--- src/rtl/ff_edge_pkg.sv ---
// rtl/ff_edge_pkg.sv - shared defaults and width helper for the flip-flop edge logger.
// Timestamp width only matters when FF_EDGE_TS_EN is defined.
package ff_edge_pkg;

  localparam int DEFAULT_INPUT_WIDTH = 4;
  localparam int DEFAULT_FIFO_DEPTH  = 4;
  localparam int DEFAULT_TS_WIDTH    = 8;

  // Occupancy counter must hold DEPTH itself, hence one bit beyond the pointer width.
  function automatic int count_width(input int depth);
    return $clog2(depth) + 1;
  endfunction

endpackage

--- src/rtl/ff_edge_logger_if.sv ---
// rtl/ff_edge_logger_if.sv - event record stream between logger and consumer.
// Carries evt_ts only when FF_EDGE_TS_EN is defined.
interface ff_edge_logger_if #(
  parameter int INPUT_WIDTH = ff_edge_pkg::DEFAULT_INPUT_WIDTH,
  parameter int FIFO_DEPTH  = ff_edge_pkg::DEFAULT_FIFO_DEPTH,
  parameter int TS_WIDTH    = ff_edge_pkg::DEFAULT_TS_WIDTH,
  parameter int COUNT_WIDTH = ff_edge_pkg::count_width(FIFO_DEPTH)
);

  logic                   evt_valid;
  logic                   evt_ready;
  logic [INPUT_WIDTH-1:0] evt_mask;
  logic [INPUT_WIDTH-1:0] evt_value;
  logic [COUNT_WIDTH-1:0] evt_count;
`ifdef FF_EDGE_TS_EN
  logic [TS_WIDTH-1:0]    evt_ts;
`endif

  modport master (
    output evt_valid, evt_mask, evt_value, evt_count,
`ifdef FF_EDGE_TS_EN
    output evt_ts,
`endif
    input  evt_ready
  );

  modport slave (
    input  evt_valid, evt_mask, evt_value, evt_count,
`ifdef FF_EDGE_TS_EN
    input  evt_ts,
`endif
    output evt_ready
  );

endinterface

--- src/rtl/ff_edge_fifo.sv ---
// rtl/ff_edge_fifo.sv - generic power-of-two FIFO with push/pop, occupancy count and full flag.
// A push into a full FIFO is accepted only when a pop happens on the same edge.
module ff_edge_fifo #(
  parameter int WIDTH = 8,
  parameter int DEPTH = 4,
  localparam int AW   = $clog2(DEPTH),
  localparam int CW   = AW + 1
) (
  input  logic             clk,
  input  logic             rstn,
  input  logic             push,
  input  logic             pop,
  input  logic [WIDTH-1:0] wdata,
  output logic [WIDTH-1:0] rdata,
  output logic [CW-1:0]    count,
  output logic             full,
  output logic             empty
);

  logic [WIDTH-1:0] mem [DEPTH];
  logic [AW-1:0]    wr_ptr;
  logic [AW-1:0]    rd_ptr;
  logic             pop_ok;
  logic             push_ok;

  assign empty   = (count == '0);
  assign full    = (count == CW'(DEPTH));
  assign pop_ok  = pop && !empty;
  assign push_ok = push && (!full || pop_ok);
  assign rdata   = empty ? '0 : mem[rd_ptr];

  // Pointers wrap for free because DEPTH is a power of two.
  always_ff @(posedge clk or negedge rstn) begin
    if (!rstn) begin
      wr_ptr <= '0;
      rd_ptr <= '0;
      count  <= '0;
    end else begin
      if (push_ok) wr_ptr <= wr_ptr + AW'(1);
      if (pop_ok)  rd_ptr <= rd_ptr + AW'(1);
      case ({push_ok, pop_ok})
        2'b10:   count <= count + CW'(1);
        2'b01:   count <= count - CW'(1);
        default: count <= count;
      endcase
    end
  end

  // Storage needs no reset: count=0 after reset hides every stale entry.
  always_ff @(posedge clk) begin
    if (push_ok) mem[wr_ptr] <= wdata;
  end

endmodule

--- src/rtl/ff_edge_logger.sv ---
// rtl/ff_edge_logger.sv - logs changes of a flip-flop bank output into an event FIFO.
// Define FF_EDGE_TS_EN to attach a free-running timestamp to each record.
module ff_edge_logger #(
  parameter int INPUT_WIDTH = ff_edge_pkg::DEFAULT_INPUT_WIDTH,
  parameter int FIFO_DEPTH  = ff_edge_pkg::DEFAULT_FIFO_DEPTH,
  parameter int TS_WIDTH    = ff_edge_pkg::DEFAULT_TS_WIDTH
) (
  input  logic                   clk,
  input  logic                   rstn,
  input  logic [INPUT_WIDTH-1:0] q_in,
  input  logic                   en,
  output logic                   ovf,
  input  logic                   ovf_clr,
  ff_edge_logger_if.master       evt
);

  import ff_edge_pkg::*;

  localparam int CW = count_width(FIFO_DEPTH);
`ifdef FF_EDGE_TS_EN
  localparam int REC_W = 2 * INPUT_WIDTH + TS_WIDTH;
`else
  localparam int REC_W = 2 * INPUT_WIDTH;
`endif

  logic [INPUT_WIDTH-1:0] prev;
  logic                   primed;
  logic                   push_req;
  logic                   pop_req;
  logic                   overflow;
  logic                   fifo_full;
  logic                   fifo_empty;
  logic [REC_W-1:0]       wdata;
  logic [REC_W-1:0]       rdata;
  logic [CW-1:0]          count;

  assign push_req = primed && en && (q_in != prev);
  assign pop_req  = evt.evt_valid && evt.evt_ready;
  assign overflow = push_req && fifo_full && !pop_req;

`ifdef FF_EDGE_TS_EN
  logic [TS_WIDTH-1:0] ts;

  // The record carries the counter value of its creation edge, before increment.
  always_ff @(posedge clk or negedge rstn) begin
    if (!rstn) ts <= '0;
    else       ts <= ts + TS_WIDTH'(1);
  end

  assign wdata      = {ts, q_in ^ prev, q_in};
  assign evt.evt_ts = rdata[REC_W-1 -: TS_WIDTH];
`else
  assign wdata = {q_in ^ prev, q_in};
`endif

  always_ff @(posedge clk or negedge rstn) begin
    if (!rstn) begin
      prev   <= '0;
      primed <= 1'b0;
      ovf    <= 1'b0;
    end else begin
      prev   <= q_in;
      primed <= 1'b1;
      if (overflow)     ovf <= 1'b1;
      else if (ovf_clr) ovf <= 1'b0;
    end
  end

  ff_edge_fifo #(
    .WIDTH (REC_W),
    .DEPTH (FIFO_DEPTH)
  ) u_fifo (
    .clk   (clk),
    .rstn  (rstn),
    .push  (push_req),
    .pop   (pop_req),
    .wdata (wdata),
    .rdata (rdata),
    .count (count),
    .full  (fifo_full),
    .empty (fifo_empty)
  );

  assign evt.evt_valid = !fifo_empty;
  assign evt.evt_count = count;
  assign evt.evt_mask  = rdata[2*INPUT_WIDTH-1 -: INPUT_WIDTH];
  assign evt.evt_value = rdata[INPUT_WIDTH-1:0];

endmodule
--- src/flat_wrapper.sv ---
// flat-port wrapper written by rule: the top's interface ports become plain ports
module ff_edge_logger_flat import ff_edge_pkg::*;
#(
  parameter int INPUT_WIDTH = ff_edge_pkg::DEFAULT_INPUT_WIDTH,
  parameter int FIFO_DEPTH  = ff_edge_pkg::DEFAULT_FIFO_DEPTH,
  parameter int TS_WIDTH    = ff_edge_pkg::DEFAULT_TS_WIDTH
)
  (clk, rstn, q_in, en, ovf, ovf_clr, evt_evt_valid, evt_evt_mask, evt_evt_value, evt_evt_count, evt_evt_ready);
  ff_edge_logger_if #(.INPUT_WIDTH(INPUT_WIDTH), .FIFO_DEPTH(FIFO_DEPTH), .TS_WIDTH(TS_WIDTH)) evt_i ();
  input  logic clk;
  input  logic rstn;
  input  logic [INPUT_WIDTH-1:0] q_in;
  input  logic en;
  output logic ovf;
  input  logic ovf_clr;
  output wire logic [$bits(evt_i.evt_valid)-1:0] evt_evt_valid;
  output wire logic [$bits(evt_i.evt_mask)-1:0] evt_evt_mask;
  output wire logic [$bits(evt_i.evt_value)-1:0] evt_evt_value;
  output wire logic [$bits(evt_i.evt_count)-1:0] evt_evt_count;
  input wire logic [$bits(evt_i.evt_ready)-1:0] evt_evt_ready;
  assign evt_evt_valid = evt_i.evt_valid;
  assign evt_evt_mask = evt_i.evt_mask;
  assign evt_evt_value = evt_i.evt_value;
  assign evt_evt_count = evt_i.evt_count;
  assign evt_i.evt_ready = evt_evt_ready;
  ff_edge_logger #(.INPUT_WIDTH(INPUT_WIDTH), .FIFO_DEPTH(FIFO_DEPTH), .TS_WIDTH(TS_WIDTH)) u_core (.clk(clk), .rstn(rstn), .q_in(q_in), .en(en), .ovf(ovf), .ovf_clr(ovf_clr), .evt(evt_i));
endmodule
--- config.mk ---
export PLATFORM = sky130hd
export DESIGN_NAME = ff_edge_logger_flat
export DESIGN_NICKNAME = d
export VERILOG_FILES = /design/src/rtl/ff_edge_pkg.sv /design/src/rtl/ff_edge_logger_if.sv /design/src/rtl/ff_edge_fifo.sv /design/src/rtl/ff_edge_logger.sv /design/src/flat_wrapper.sv
export SDC_FILE = /design/constraint.sdc
export NUM_CORES = 1
export LEC_CHECK = 0
export ABC_AREA = 1
export CORE_MARGIN = 2
export CORE_UTILIZATION = 55
export CTS_CLUSTER_SIZE = 30
export DETAILED_ROUTE_END_ITERATION = 8
export GPL_TIMING_DRIVEN = 0
export PLACE_DENSITY = 0.78
export SYNTH_ARGS = -nofsm -noshare
export SYNTH_HDL_FRONTEND = slang
export SYNTH_SLANG_ARGS = --single-unit
--- constraint.sdc ---
create_clock -name clk -period 2.2 [get_ports clk]
set_input_delay 0.44 -clock clk [delete_from_list [all_inputs] [get_ports clk]]
set_output_delay 0.44 -clock clk [all_outputs]
set_load 0.02 [all_outputs]
==> metrics.yaml <==
cells_and_area:
  final_layout_top_logic_cells: "sky130_fd_sc_hd__nor2_1 (37), sky130_fd_sc_hd__nand2_1 (32), sky130_fd_sc_hd__edfxtp_1 (32)"
  final_net_count: 244
  n_all_inverters: 25
  layout_top_registers: "u_core.u_fifo.mem (32), u_core.prev (4), u_core.u_fifo.count (3)"
  max_flop_register: "u_core.u_fifo.mem"
  comb-cell-share_pct: 27.6
  final-seq-area_um2: 1290
  layout.area.comb_um2: 683
  mostFrequentLayoutCell: "sky130_fd_sc_hd__nor2_1"
  clock_tree_area_fraction_pct: 4.45
  nMultiInputCombCells: 128
  synthesis_to_finish_area_growth_pct: 19.5
  layout.clock_buffers: 5
final_timing:
  post-route-period-util_pct: 95.4
  fin_worst_hold_slack_ns: 0.404
  clock-skew-final_ns: 0.00308
  worst-slew-pin-transition_ns: 0.603
  final_tally_of_max_slew_violations: 0
  grt_setup_unrepaired: "false"
  tns_ns: 0
  slew_headroom_pct: 59.7
yosys:
  netlist_logic_family_top: "simple AND/OR/NAND/NOR gates"
  ys.flop_type: "sky130_fd_sc_hd__edfxtp_1"
  synth_chip_area_um2: 2070
  synth.mux.area_fraction_pct: 0
  yosys.area_share.aoi_pct: 6.29
  postSynthNetCount: 216
  yosys_cells: 202
  syn_avg_cell_area_um2: 10.2
  synth-edff-count: 32
  yosys.cell_types.count: 24
  ys.flops: 45
  post-synth-top-count-cell: "sky130_fd_sc_hd__nor2_1"
  top_cell_area_share_pct: 46.4
  ys_warn_count: 0
critical_path:
  critical_path_class: "reg2out"
  rrSetupSlack_ns: 0.28
  crit_path_start_kind: "flip-flop"
  critical_path_at_ns: 1.66
  critical_path_top_delay_cell: "sky130_fd_sc_hd__dfrtp_1"
  cpLargestDelayFamily: "buffers and inverters"
  crit_path_cell_trace: "buf_4 -> buf_6 -> nor2_1 -> nor2_1 -> o21ai_0 -> a21oi_1 -> dlygate4sd2_1"
  r2r.worst_path.cells: 9
  crit_path_frequent_cell: "sky130_fd_sc_hd__nor2_1"
  critical_path.n_buffers_inverters: 3
  critical_path.endpoint_type: "output pin"
  cp-endpoint: "evt_evt_value[2]"
  worst_reg2reg_path_startpoint: "u_core.prev[2]$_DFF_PN0_"
  critPathLaunch: "u_core.u_fifo.rd_ptr[0]$_DFFE_PN0P_"
global_routing:
  grt_start_max_net_pins: 15
  vias_in_the_first_global_route: 1346
  grt_use_met3_pct: 4.62
  globalRoute.totalOverflow: 0
  grt_pass1_wl_mm: 6.13
routing:
  detailedRoute.firstIterationViolations: 42
  met1_length_mm: 1.56
  route.antenna.remaining_nets: 0
power:
  top_power_group: "combinational logic"
  power_combinational_mw: 1.36
  seqPwrFrac_pct: 36.4
  power.leakage_nw: 1.05
  power.clock.fraction_pct: 19.6
  p_comb_share_pct: 44.0
  totalPowerFinal_mw: 3.10
  power-per-cell-area_nw_per_um2: 1250
  power.sequential.total_mw: 1.13
run_status:
  run_status: "completed"
clock_network:
  cts_tree: "yes"
  clkTransAtPathRegs_ns: 0.08
  cts_hold_buffers: 0
  tritoncts.num_buffers: 5
  cts_post_setup_buffers_inserted: 0
  post_cts_resized: 26
min_path:
  min_delay_path_depth: 1
  min_delay_worst_endpoint: "u_core.prev[1]$_DFF_PN0_"
die:
  tapcells: 48
  floorplan.core_area_um2: 3630
  floorplanUtilization_pct: 57.0
placed_design:
  place_area_um2: 2340
  dp_slack_ns: -0.634
  io_buffers: 21
  place_congestion: 0.719
job:
  max_cap_viol_count: 0
Fig. 1: signal wires on met3
Bar = 20 um.
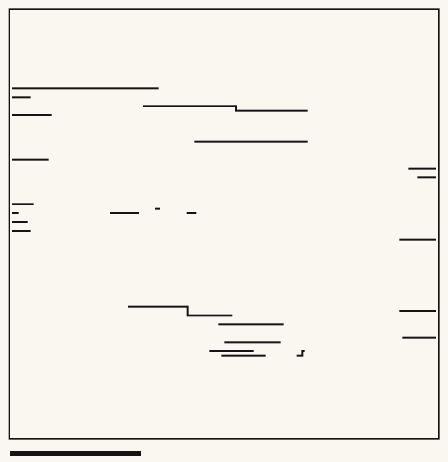
wire length on this layer = 163 um
share of all routed wire = 4.5%
nets with wire on the layer = 21

Fig. 2: cell sizes after repair
Bar = 20 um.
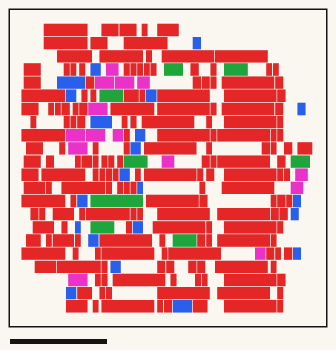
x2 -> blue  # cells 21
x3 and x4 -> magenta  # cells 14
x1 and smaller -> red  # cells 188
x6 and larger -> green  # cells 8
Setup WS post-layout: 0.102 ns
non-clock buffer count in the final layout: 25
final std cell area, no fill: 2470 um^2

Fig. 3: ports around the boundary
Bar = 20 um. Pins as bars across the die edge, other pins in grey.
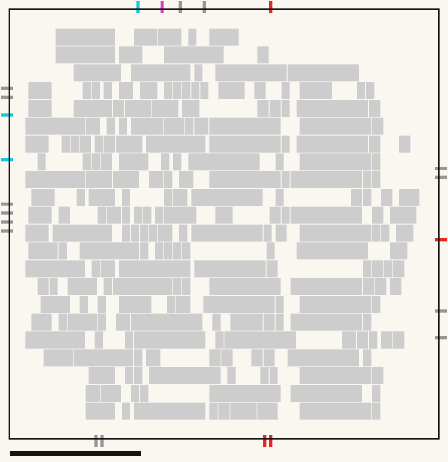
`evt_evt_count` -> cyan  # pins 3, direction output, edge 2 left, 1 top
`evt_evt_ready` -> magenta  # pins 1, direction input, edge top
`evt_evt_value` -> red  # pins 4, direction output, edge 2 bottom, 1 top, 1 right
all pins by edge = 8 left, 5 top, 5 right, 4 bottom
die x size: 65.3 um
floorplan die height: 65.3 um

Fig. 4: signal wires by layer
Bar = 20 um.
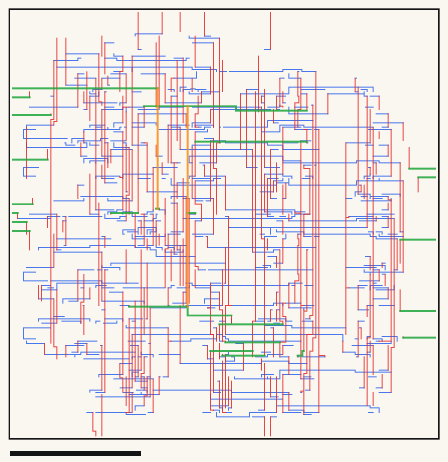
M2 -> red  # wire length 1,820 um
M4 -> orange  # wire length 49.0 um
M3 -> green  # wire length 163 um
M1 -> blue  # wire length 1,560 um
Tot GR Track Use: 19.8%
Routed WL per cell: 12.9 um
routed wire length: 3.60 mm
count of vias placed by the detailed router: 1,379

Fig. 5: placement view
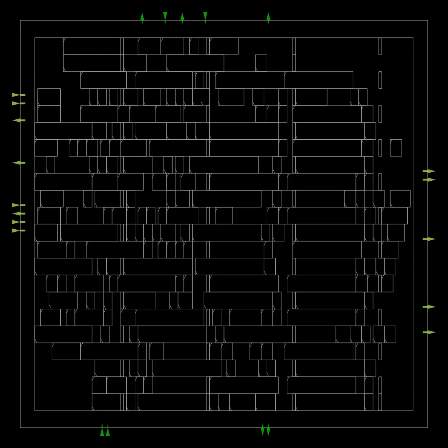
Rows: 22
filler instances: 293
Post-Route Utilization: 68.1%

Power figures rest on the tool's default switching activity, not on a simulated workload.
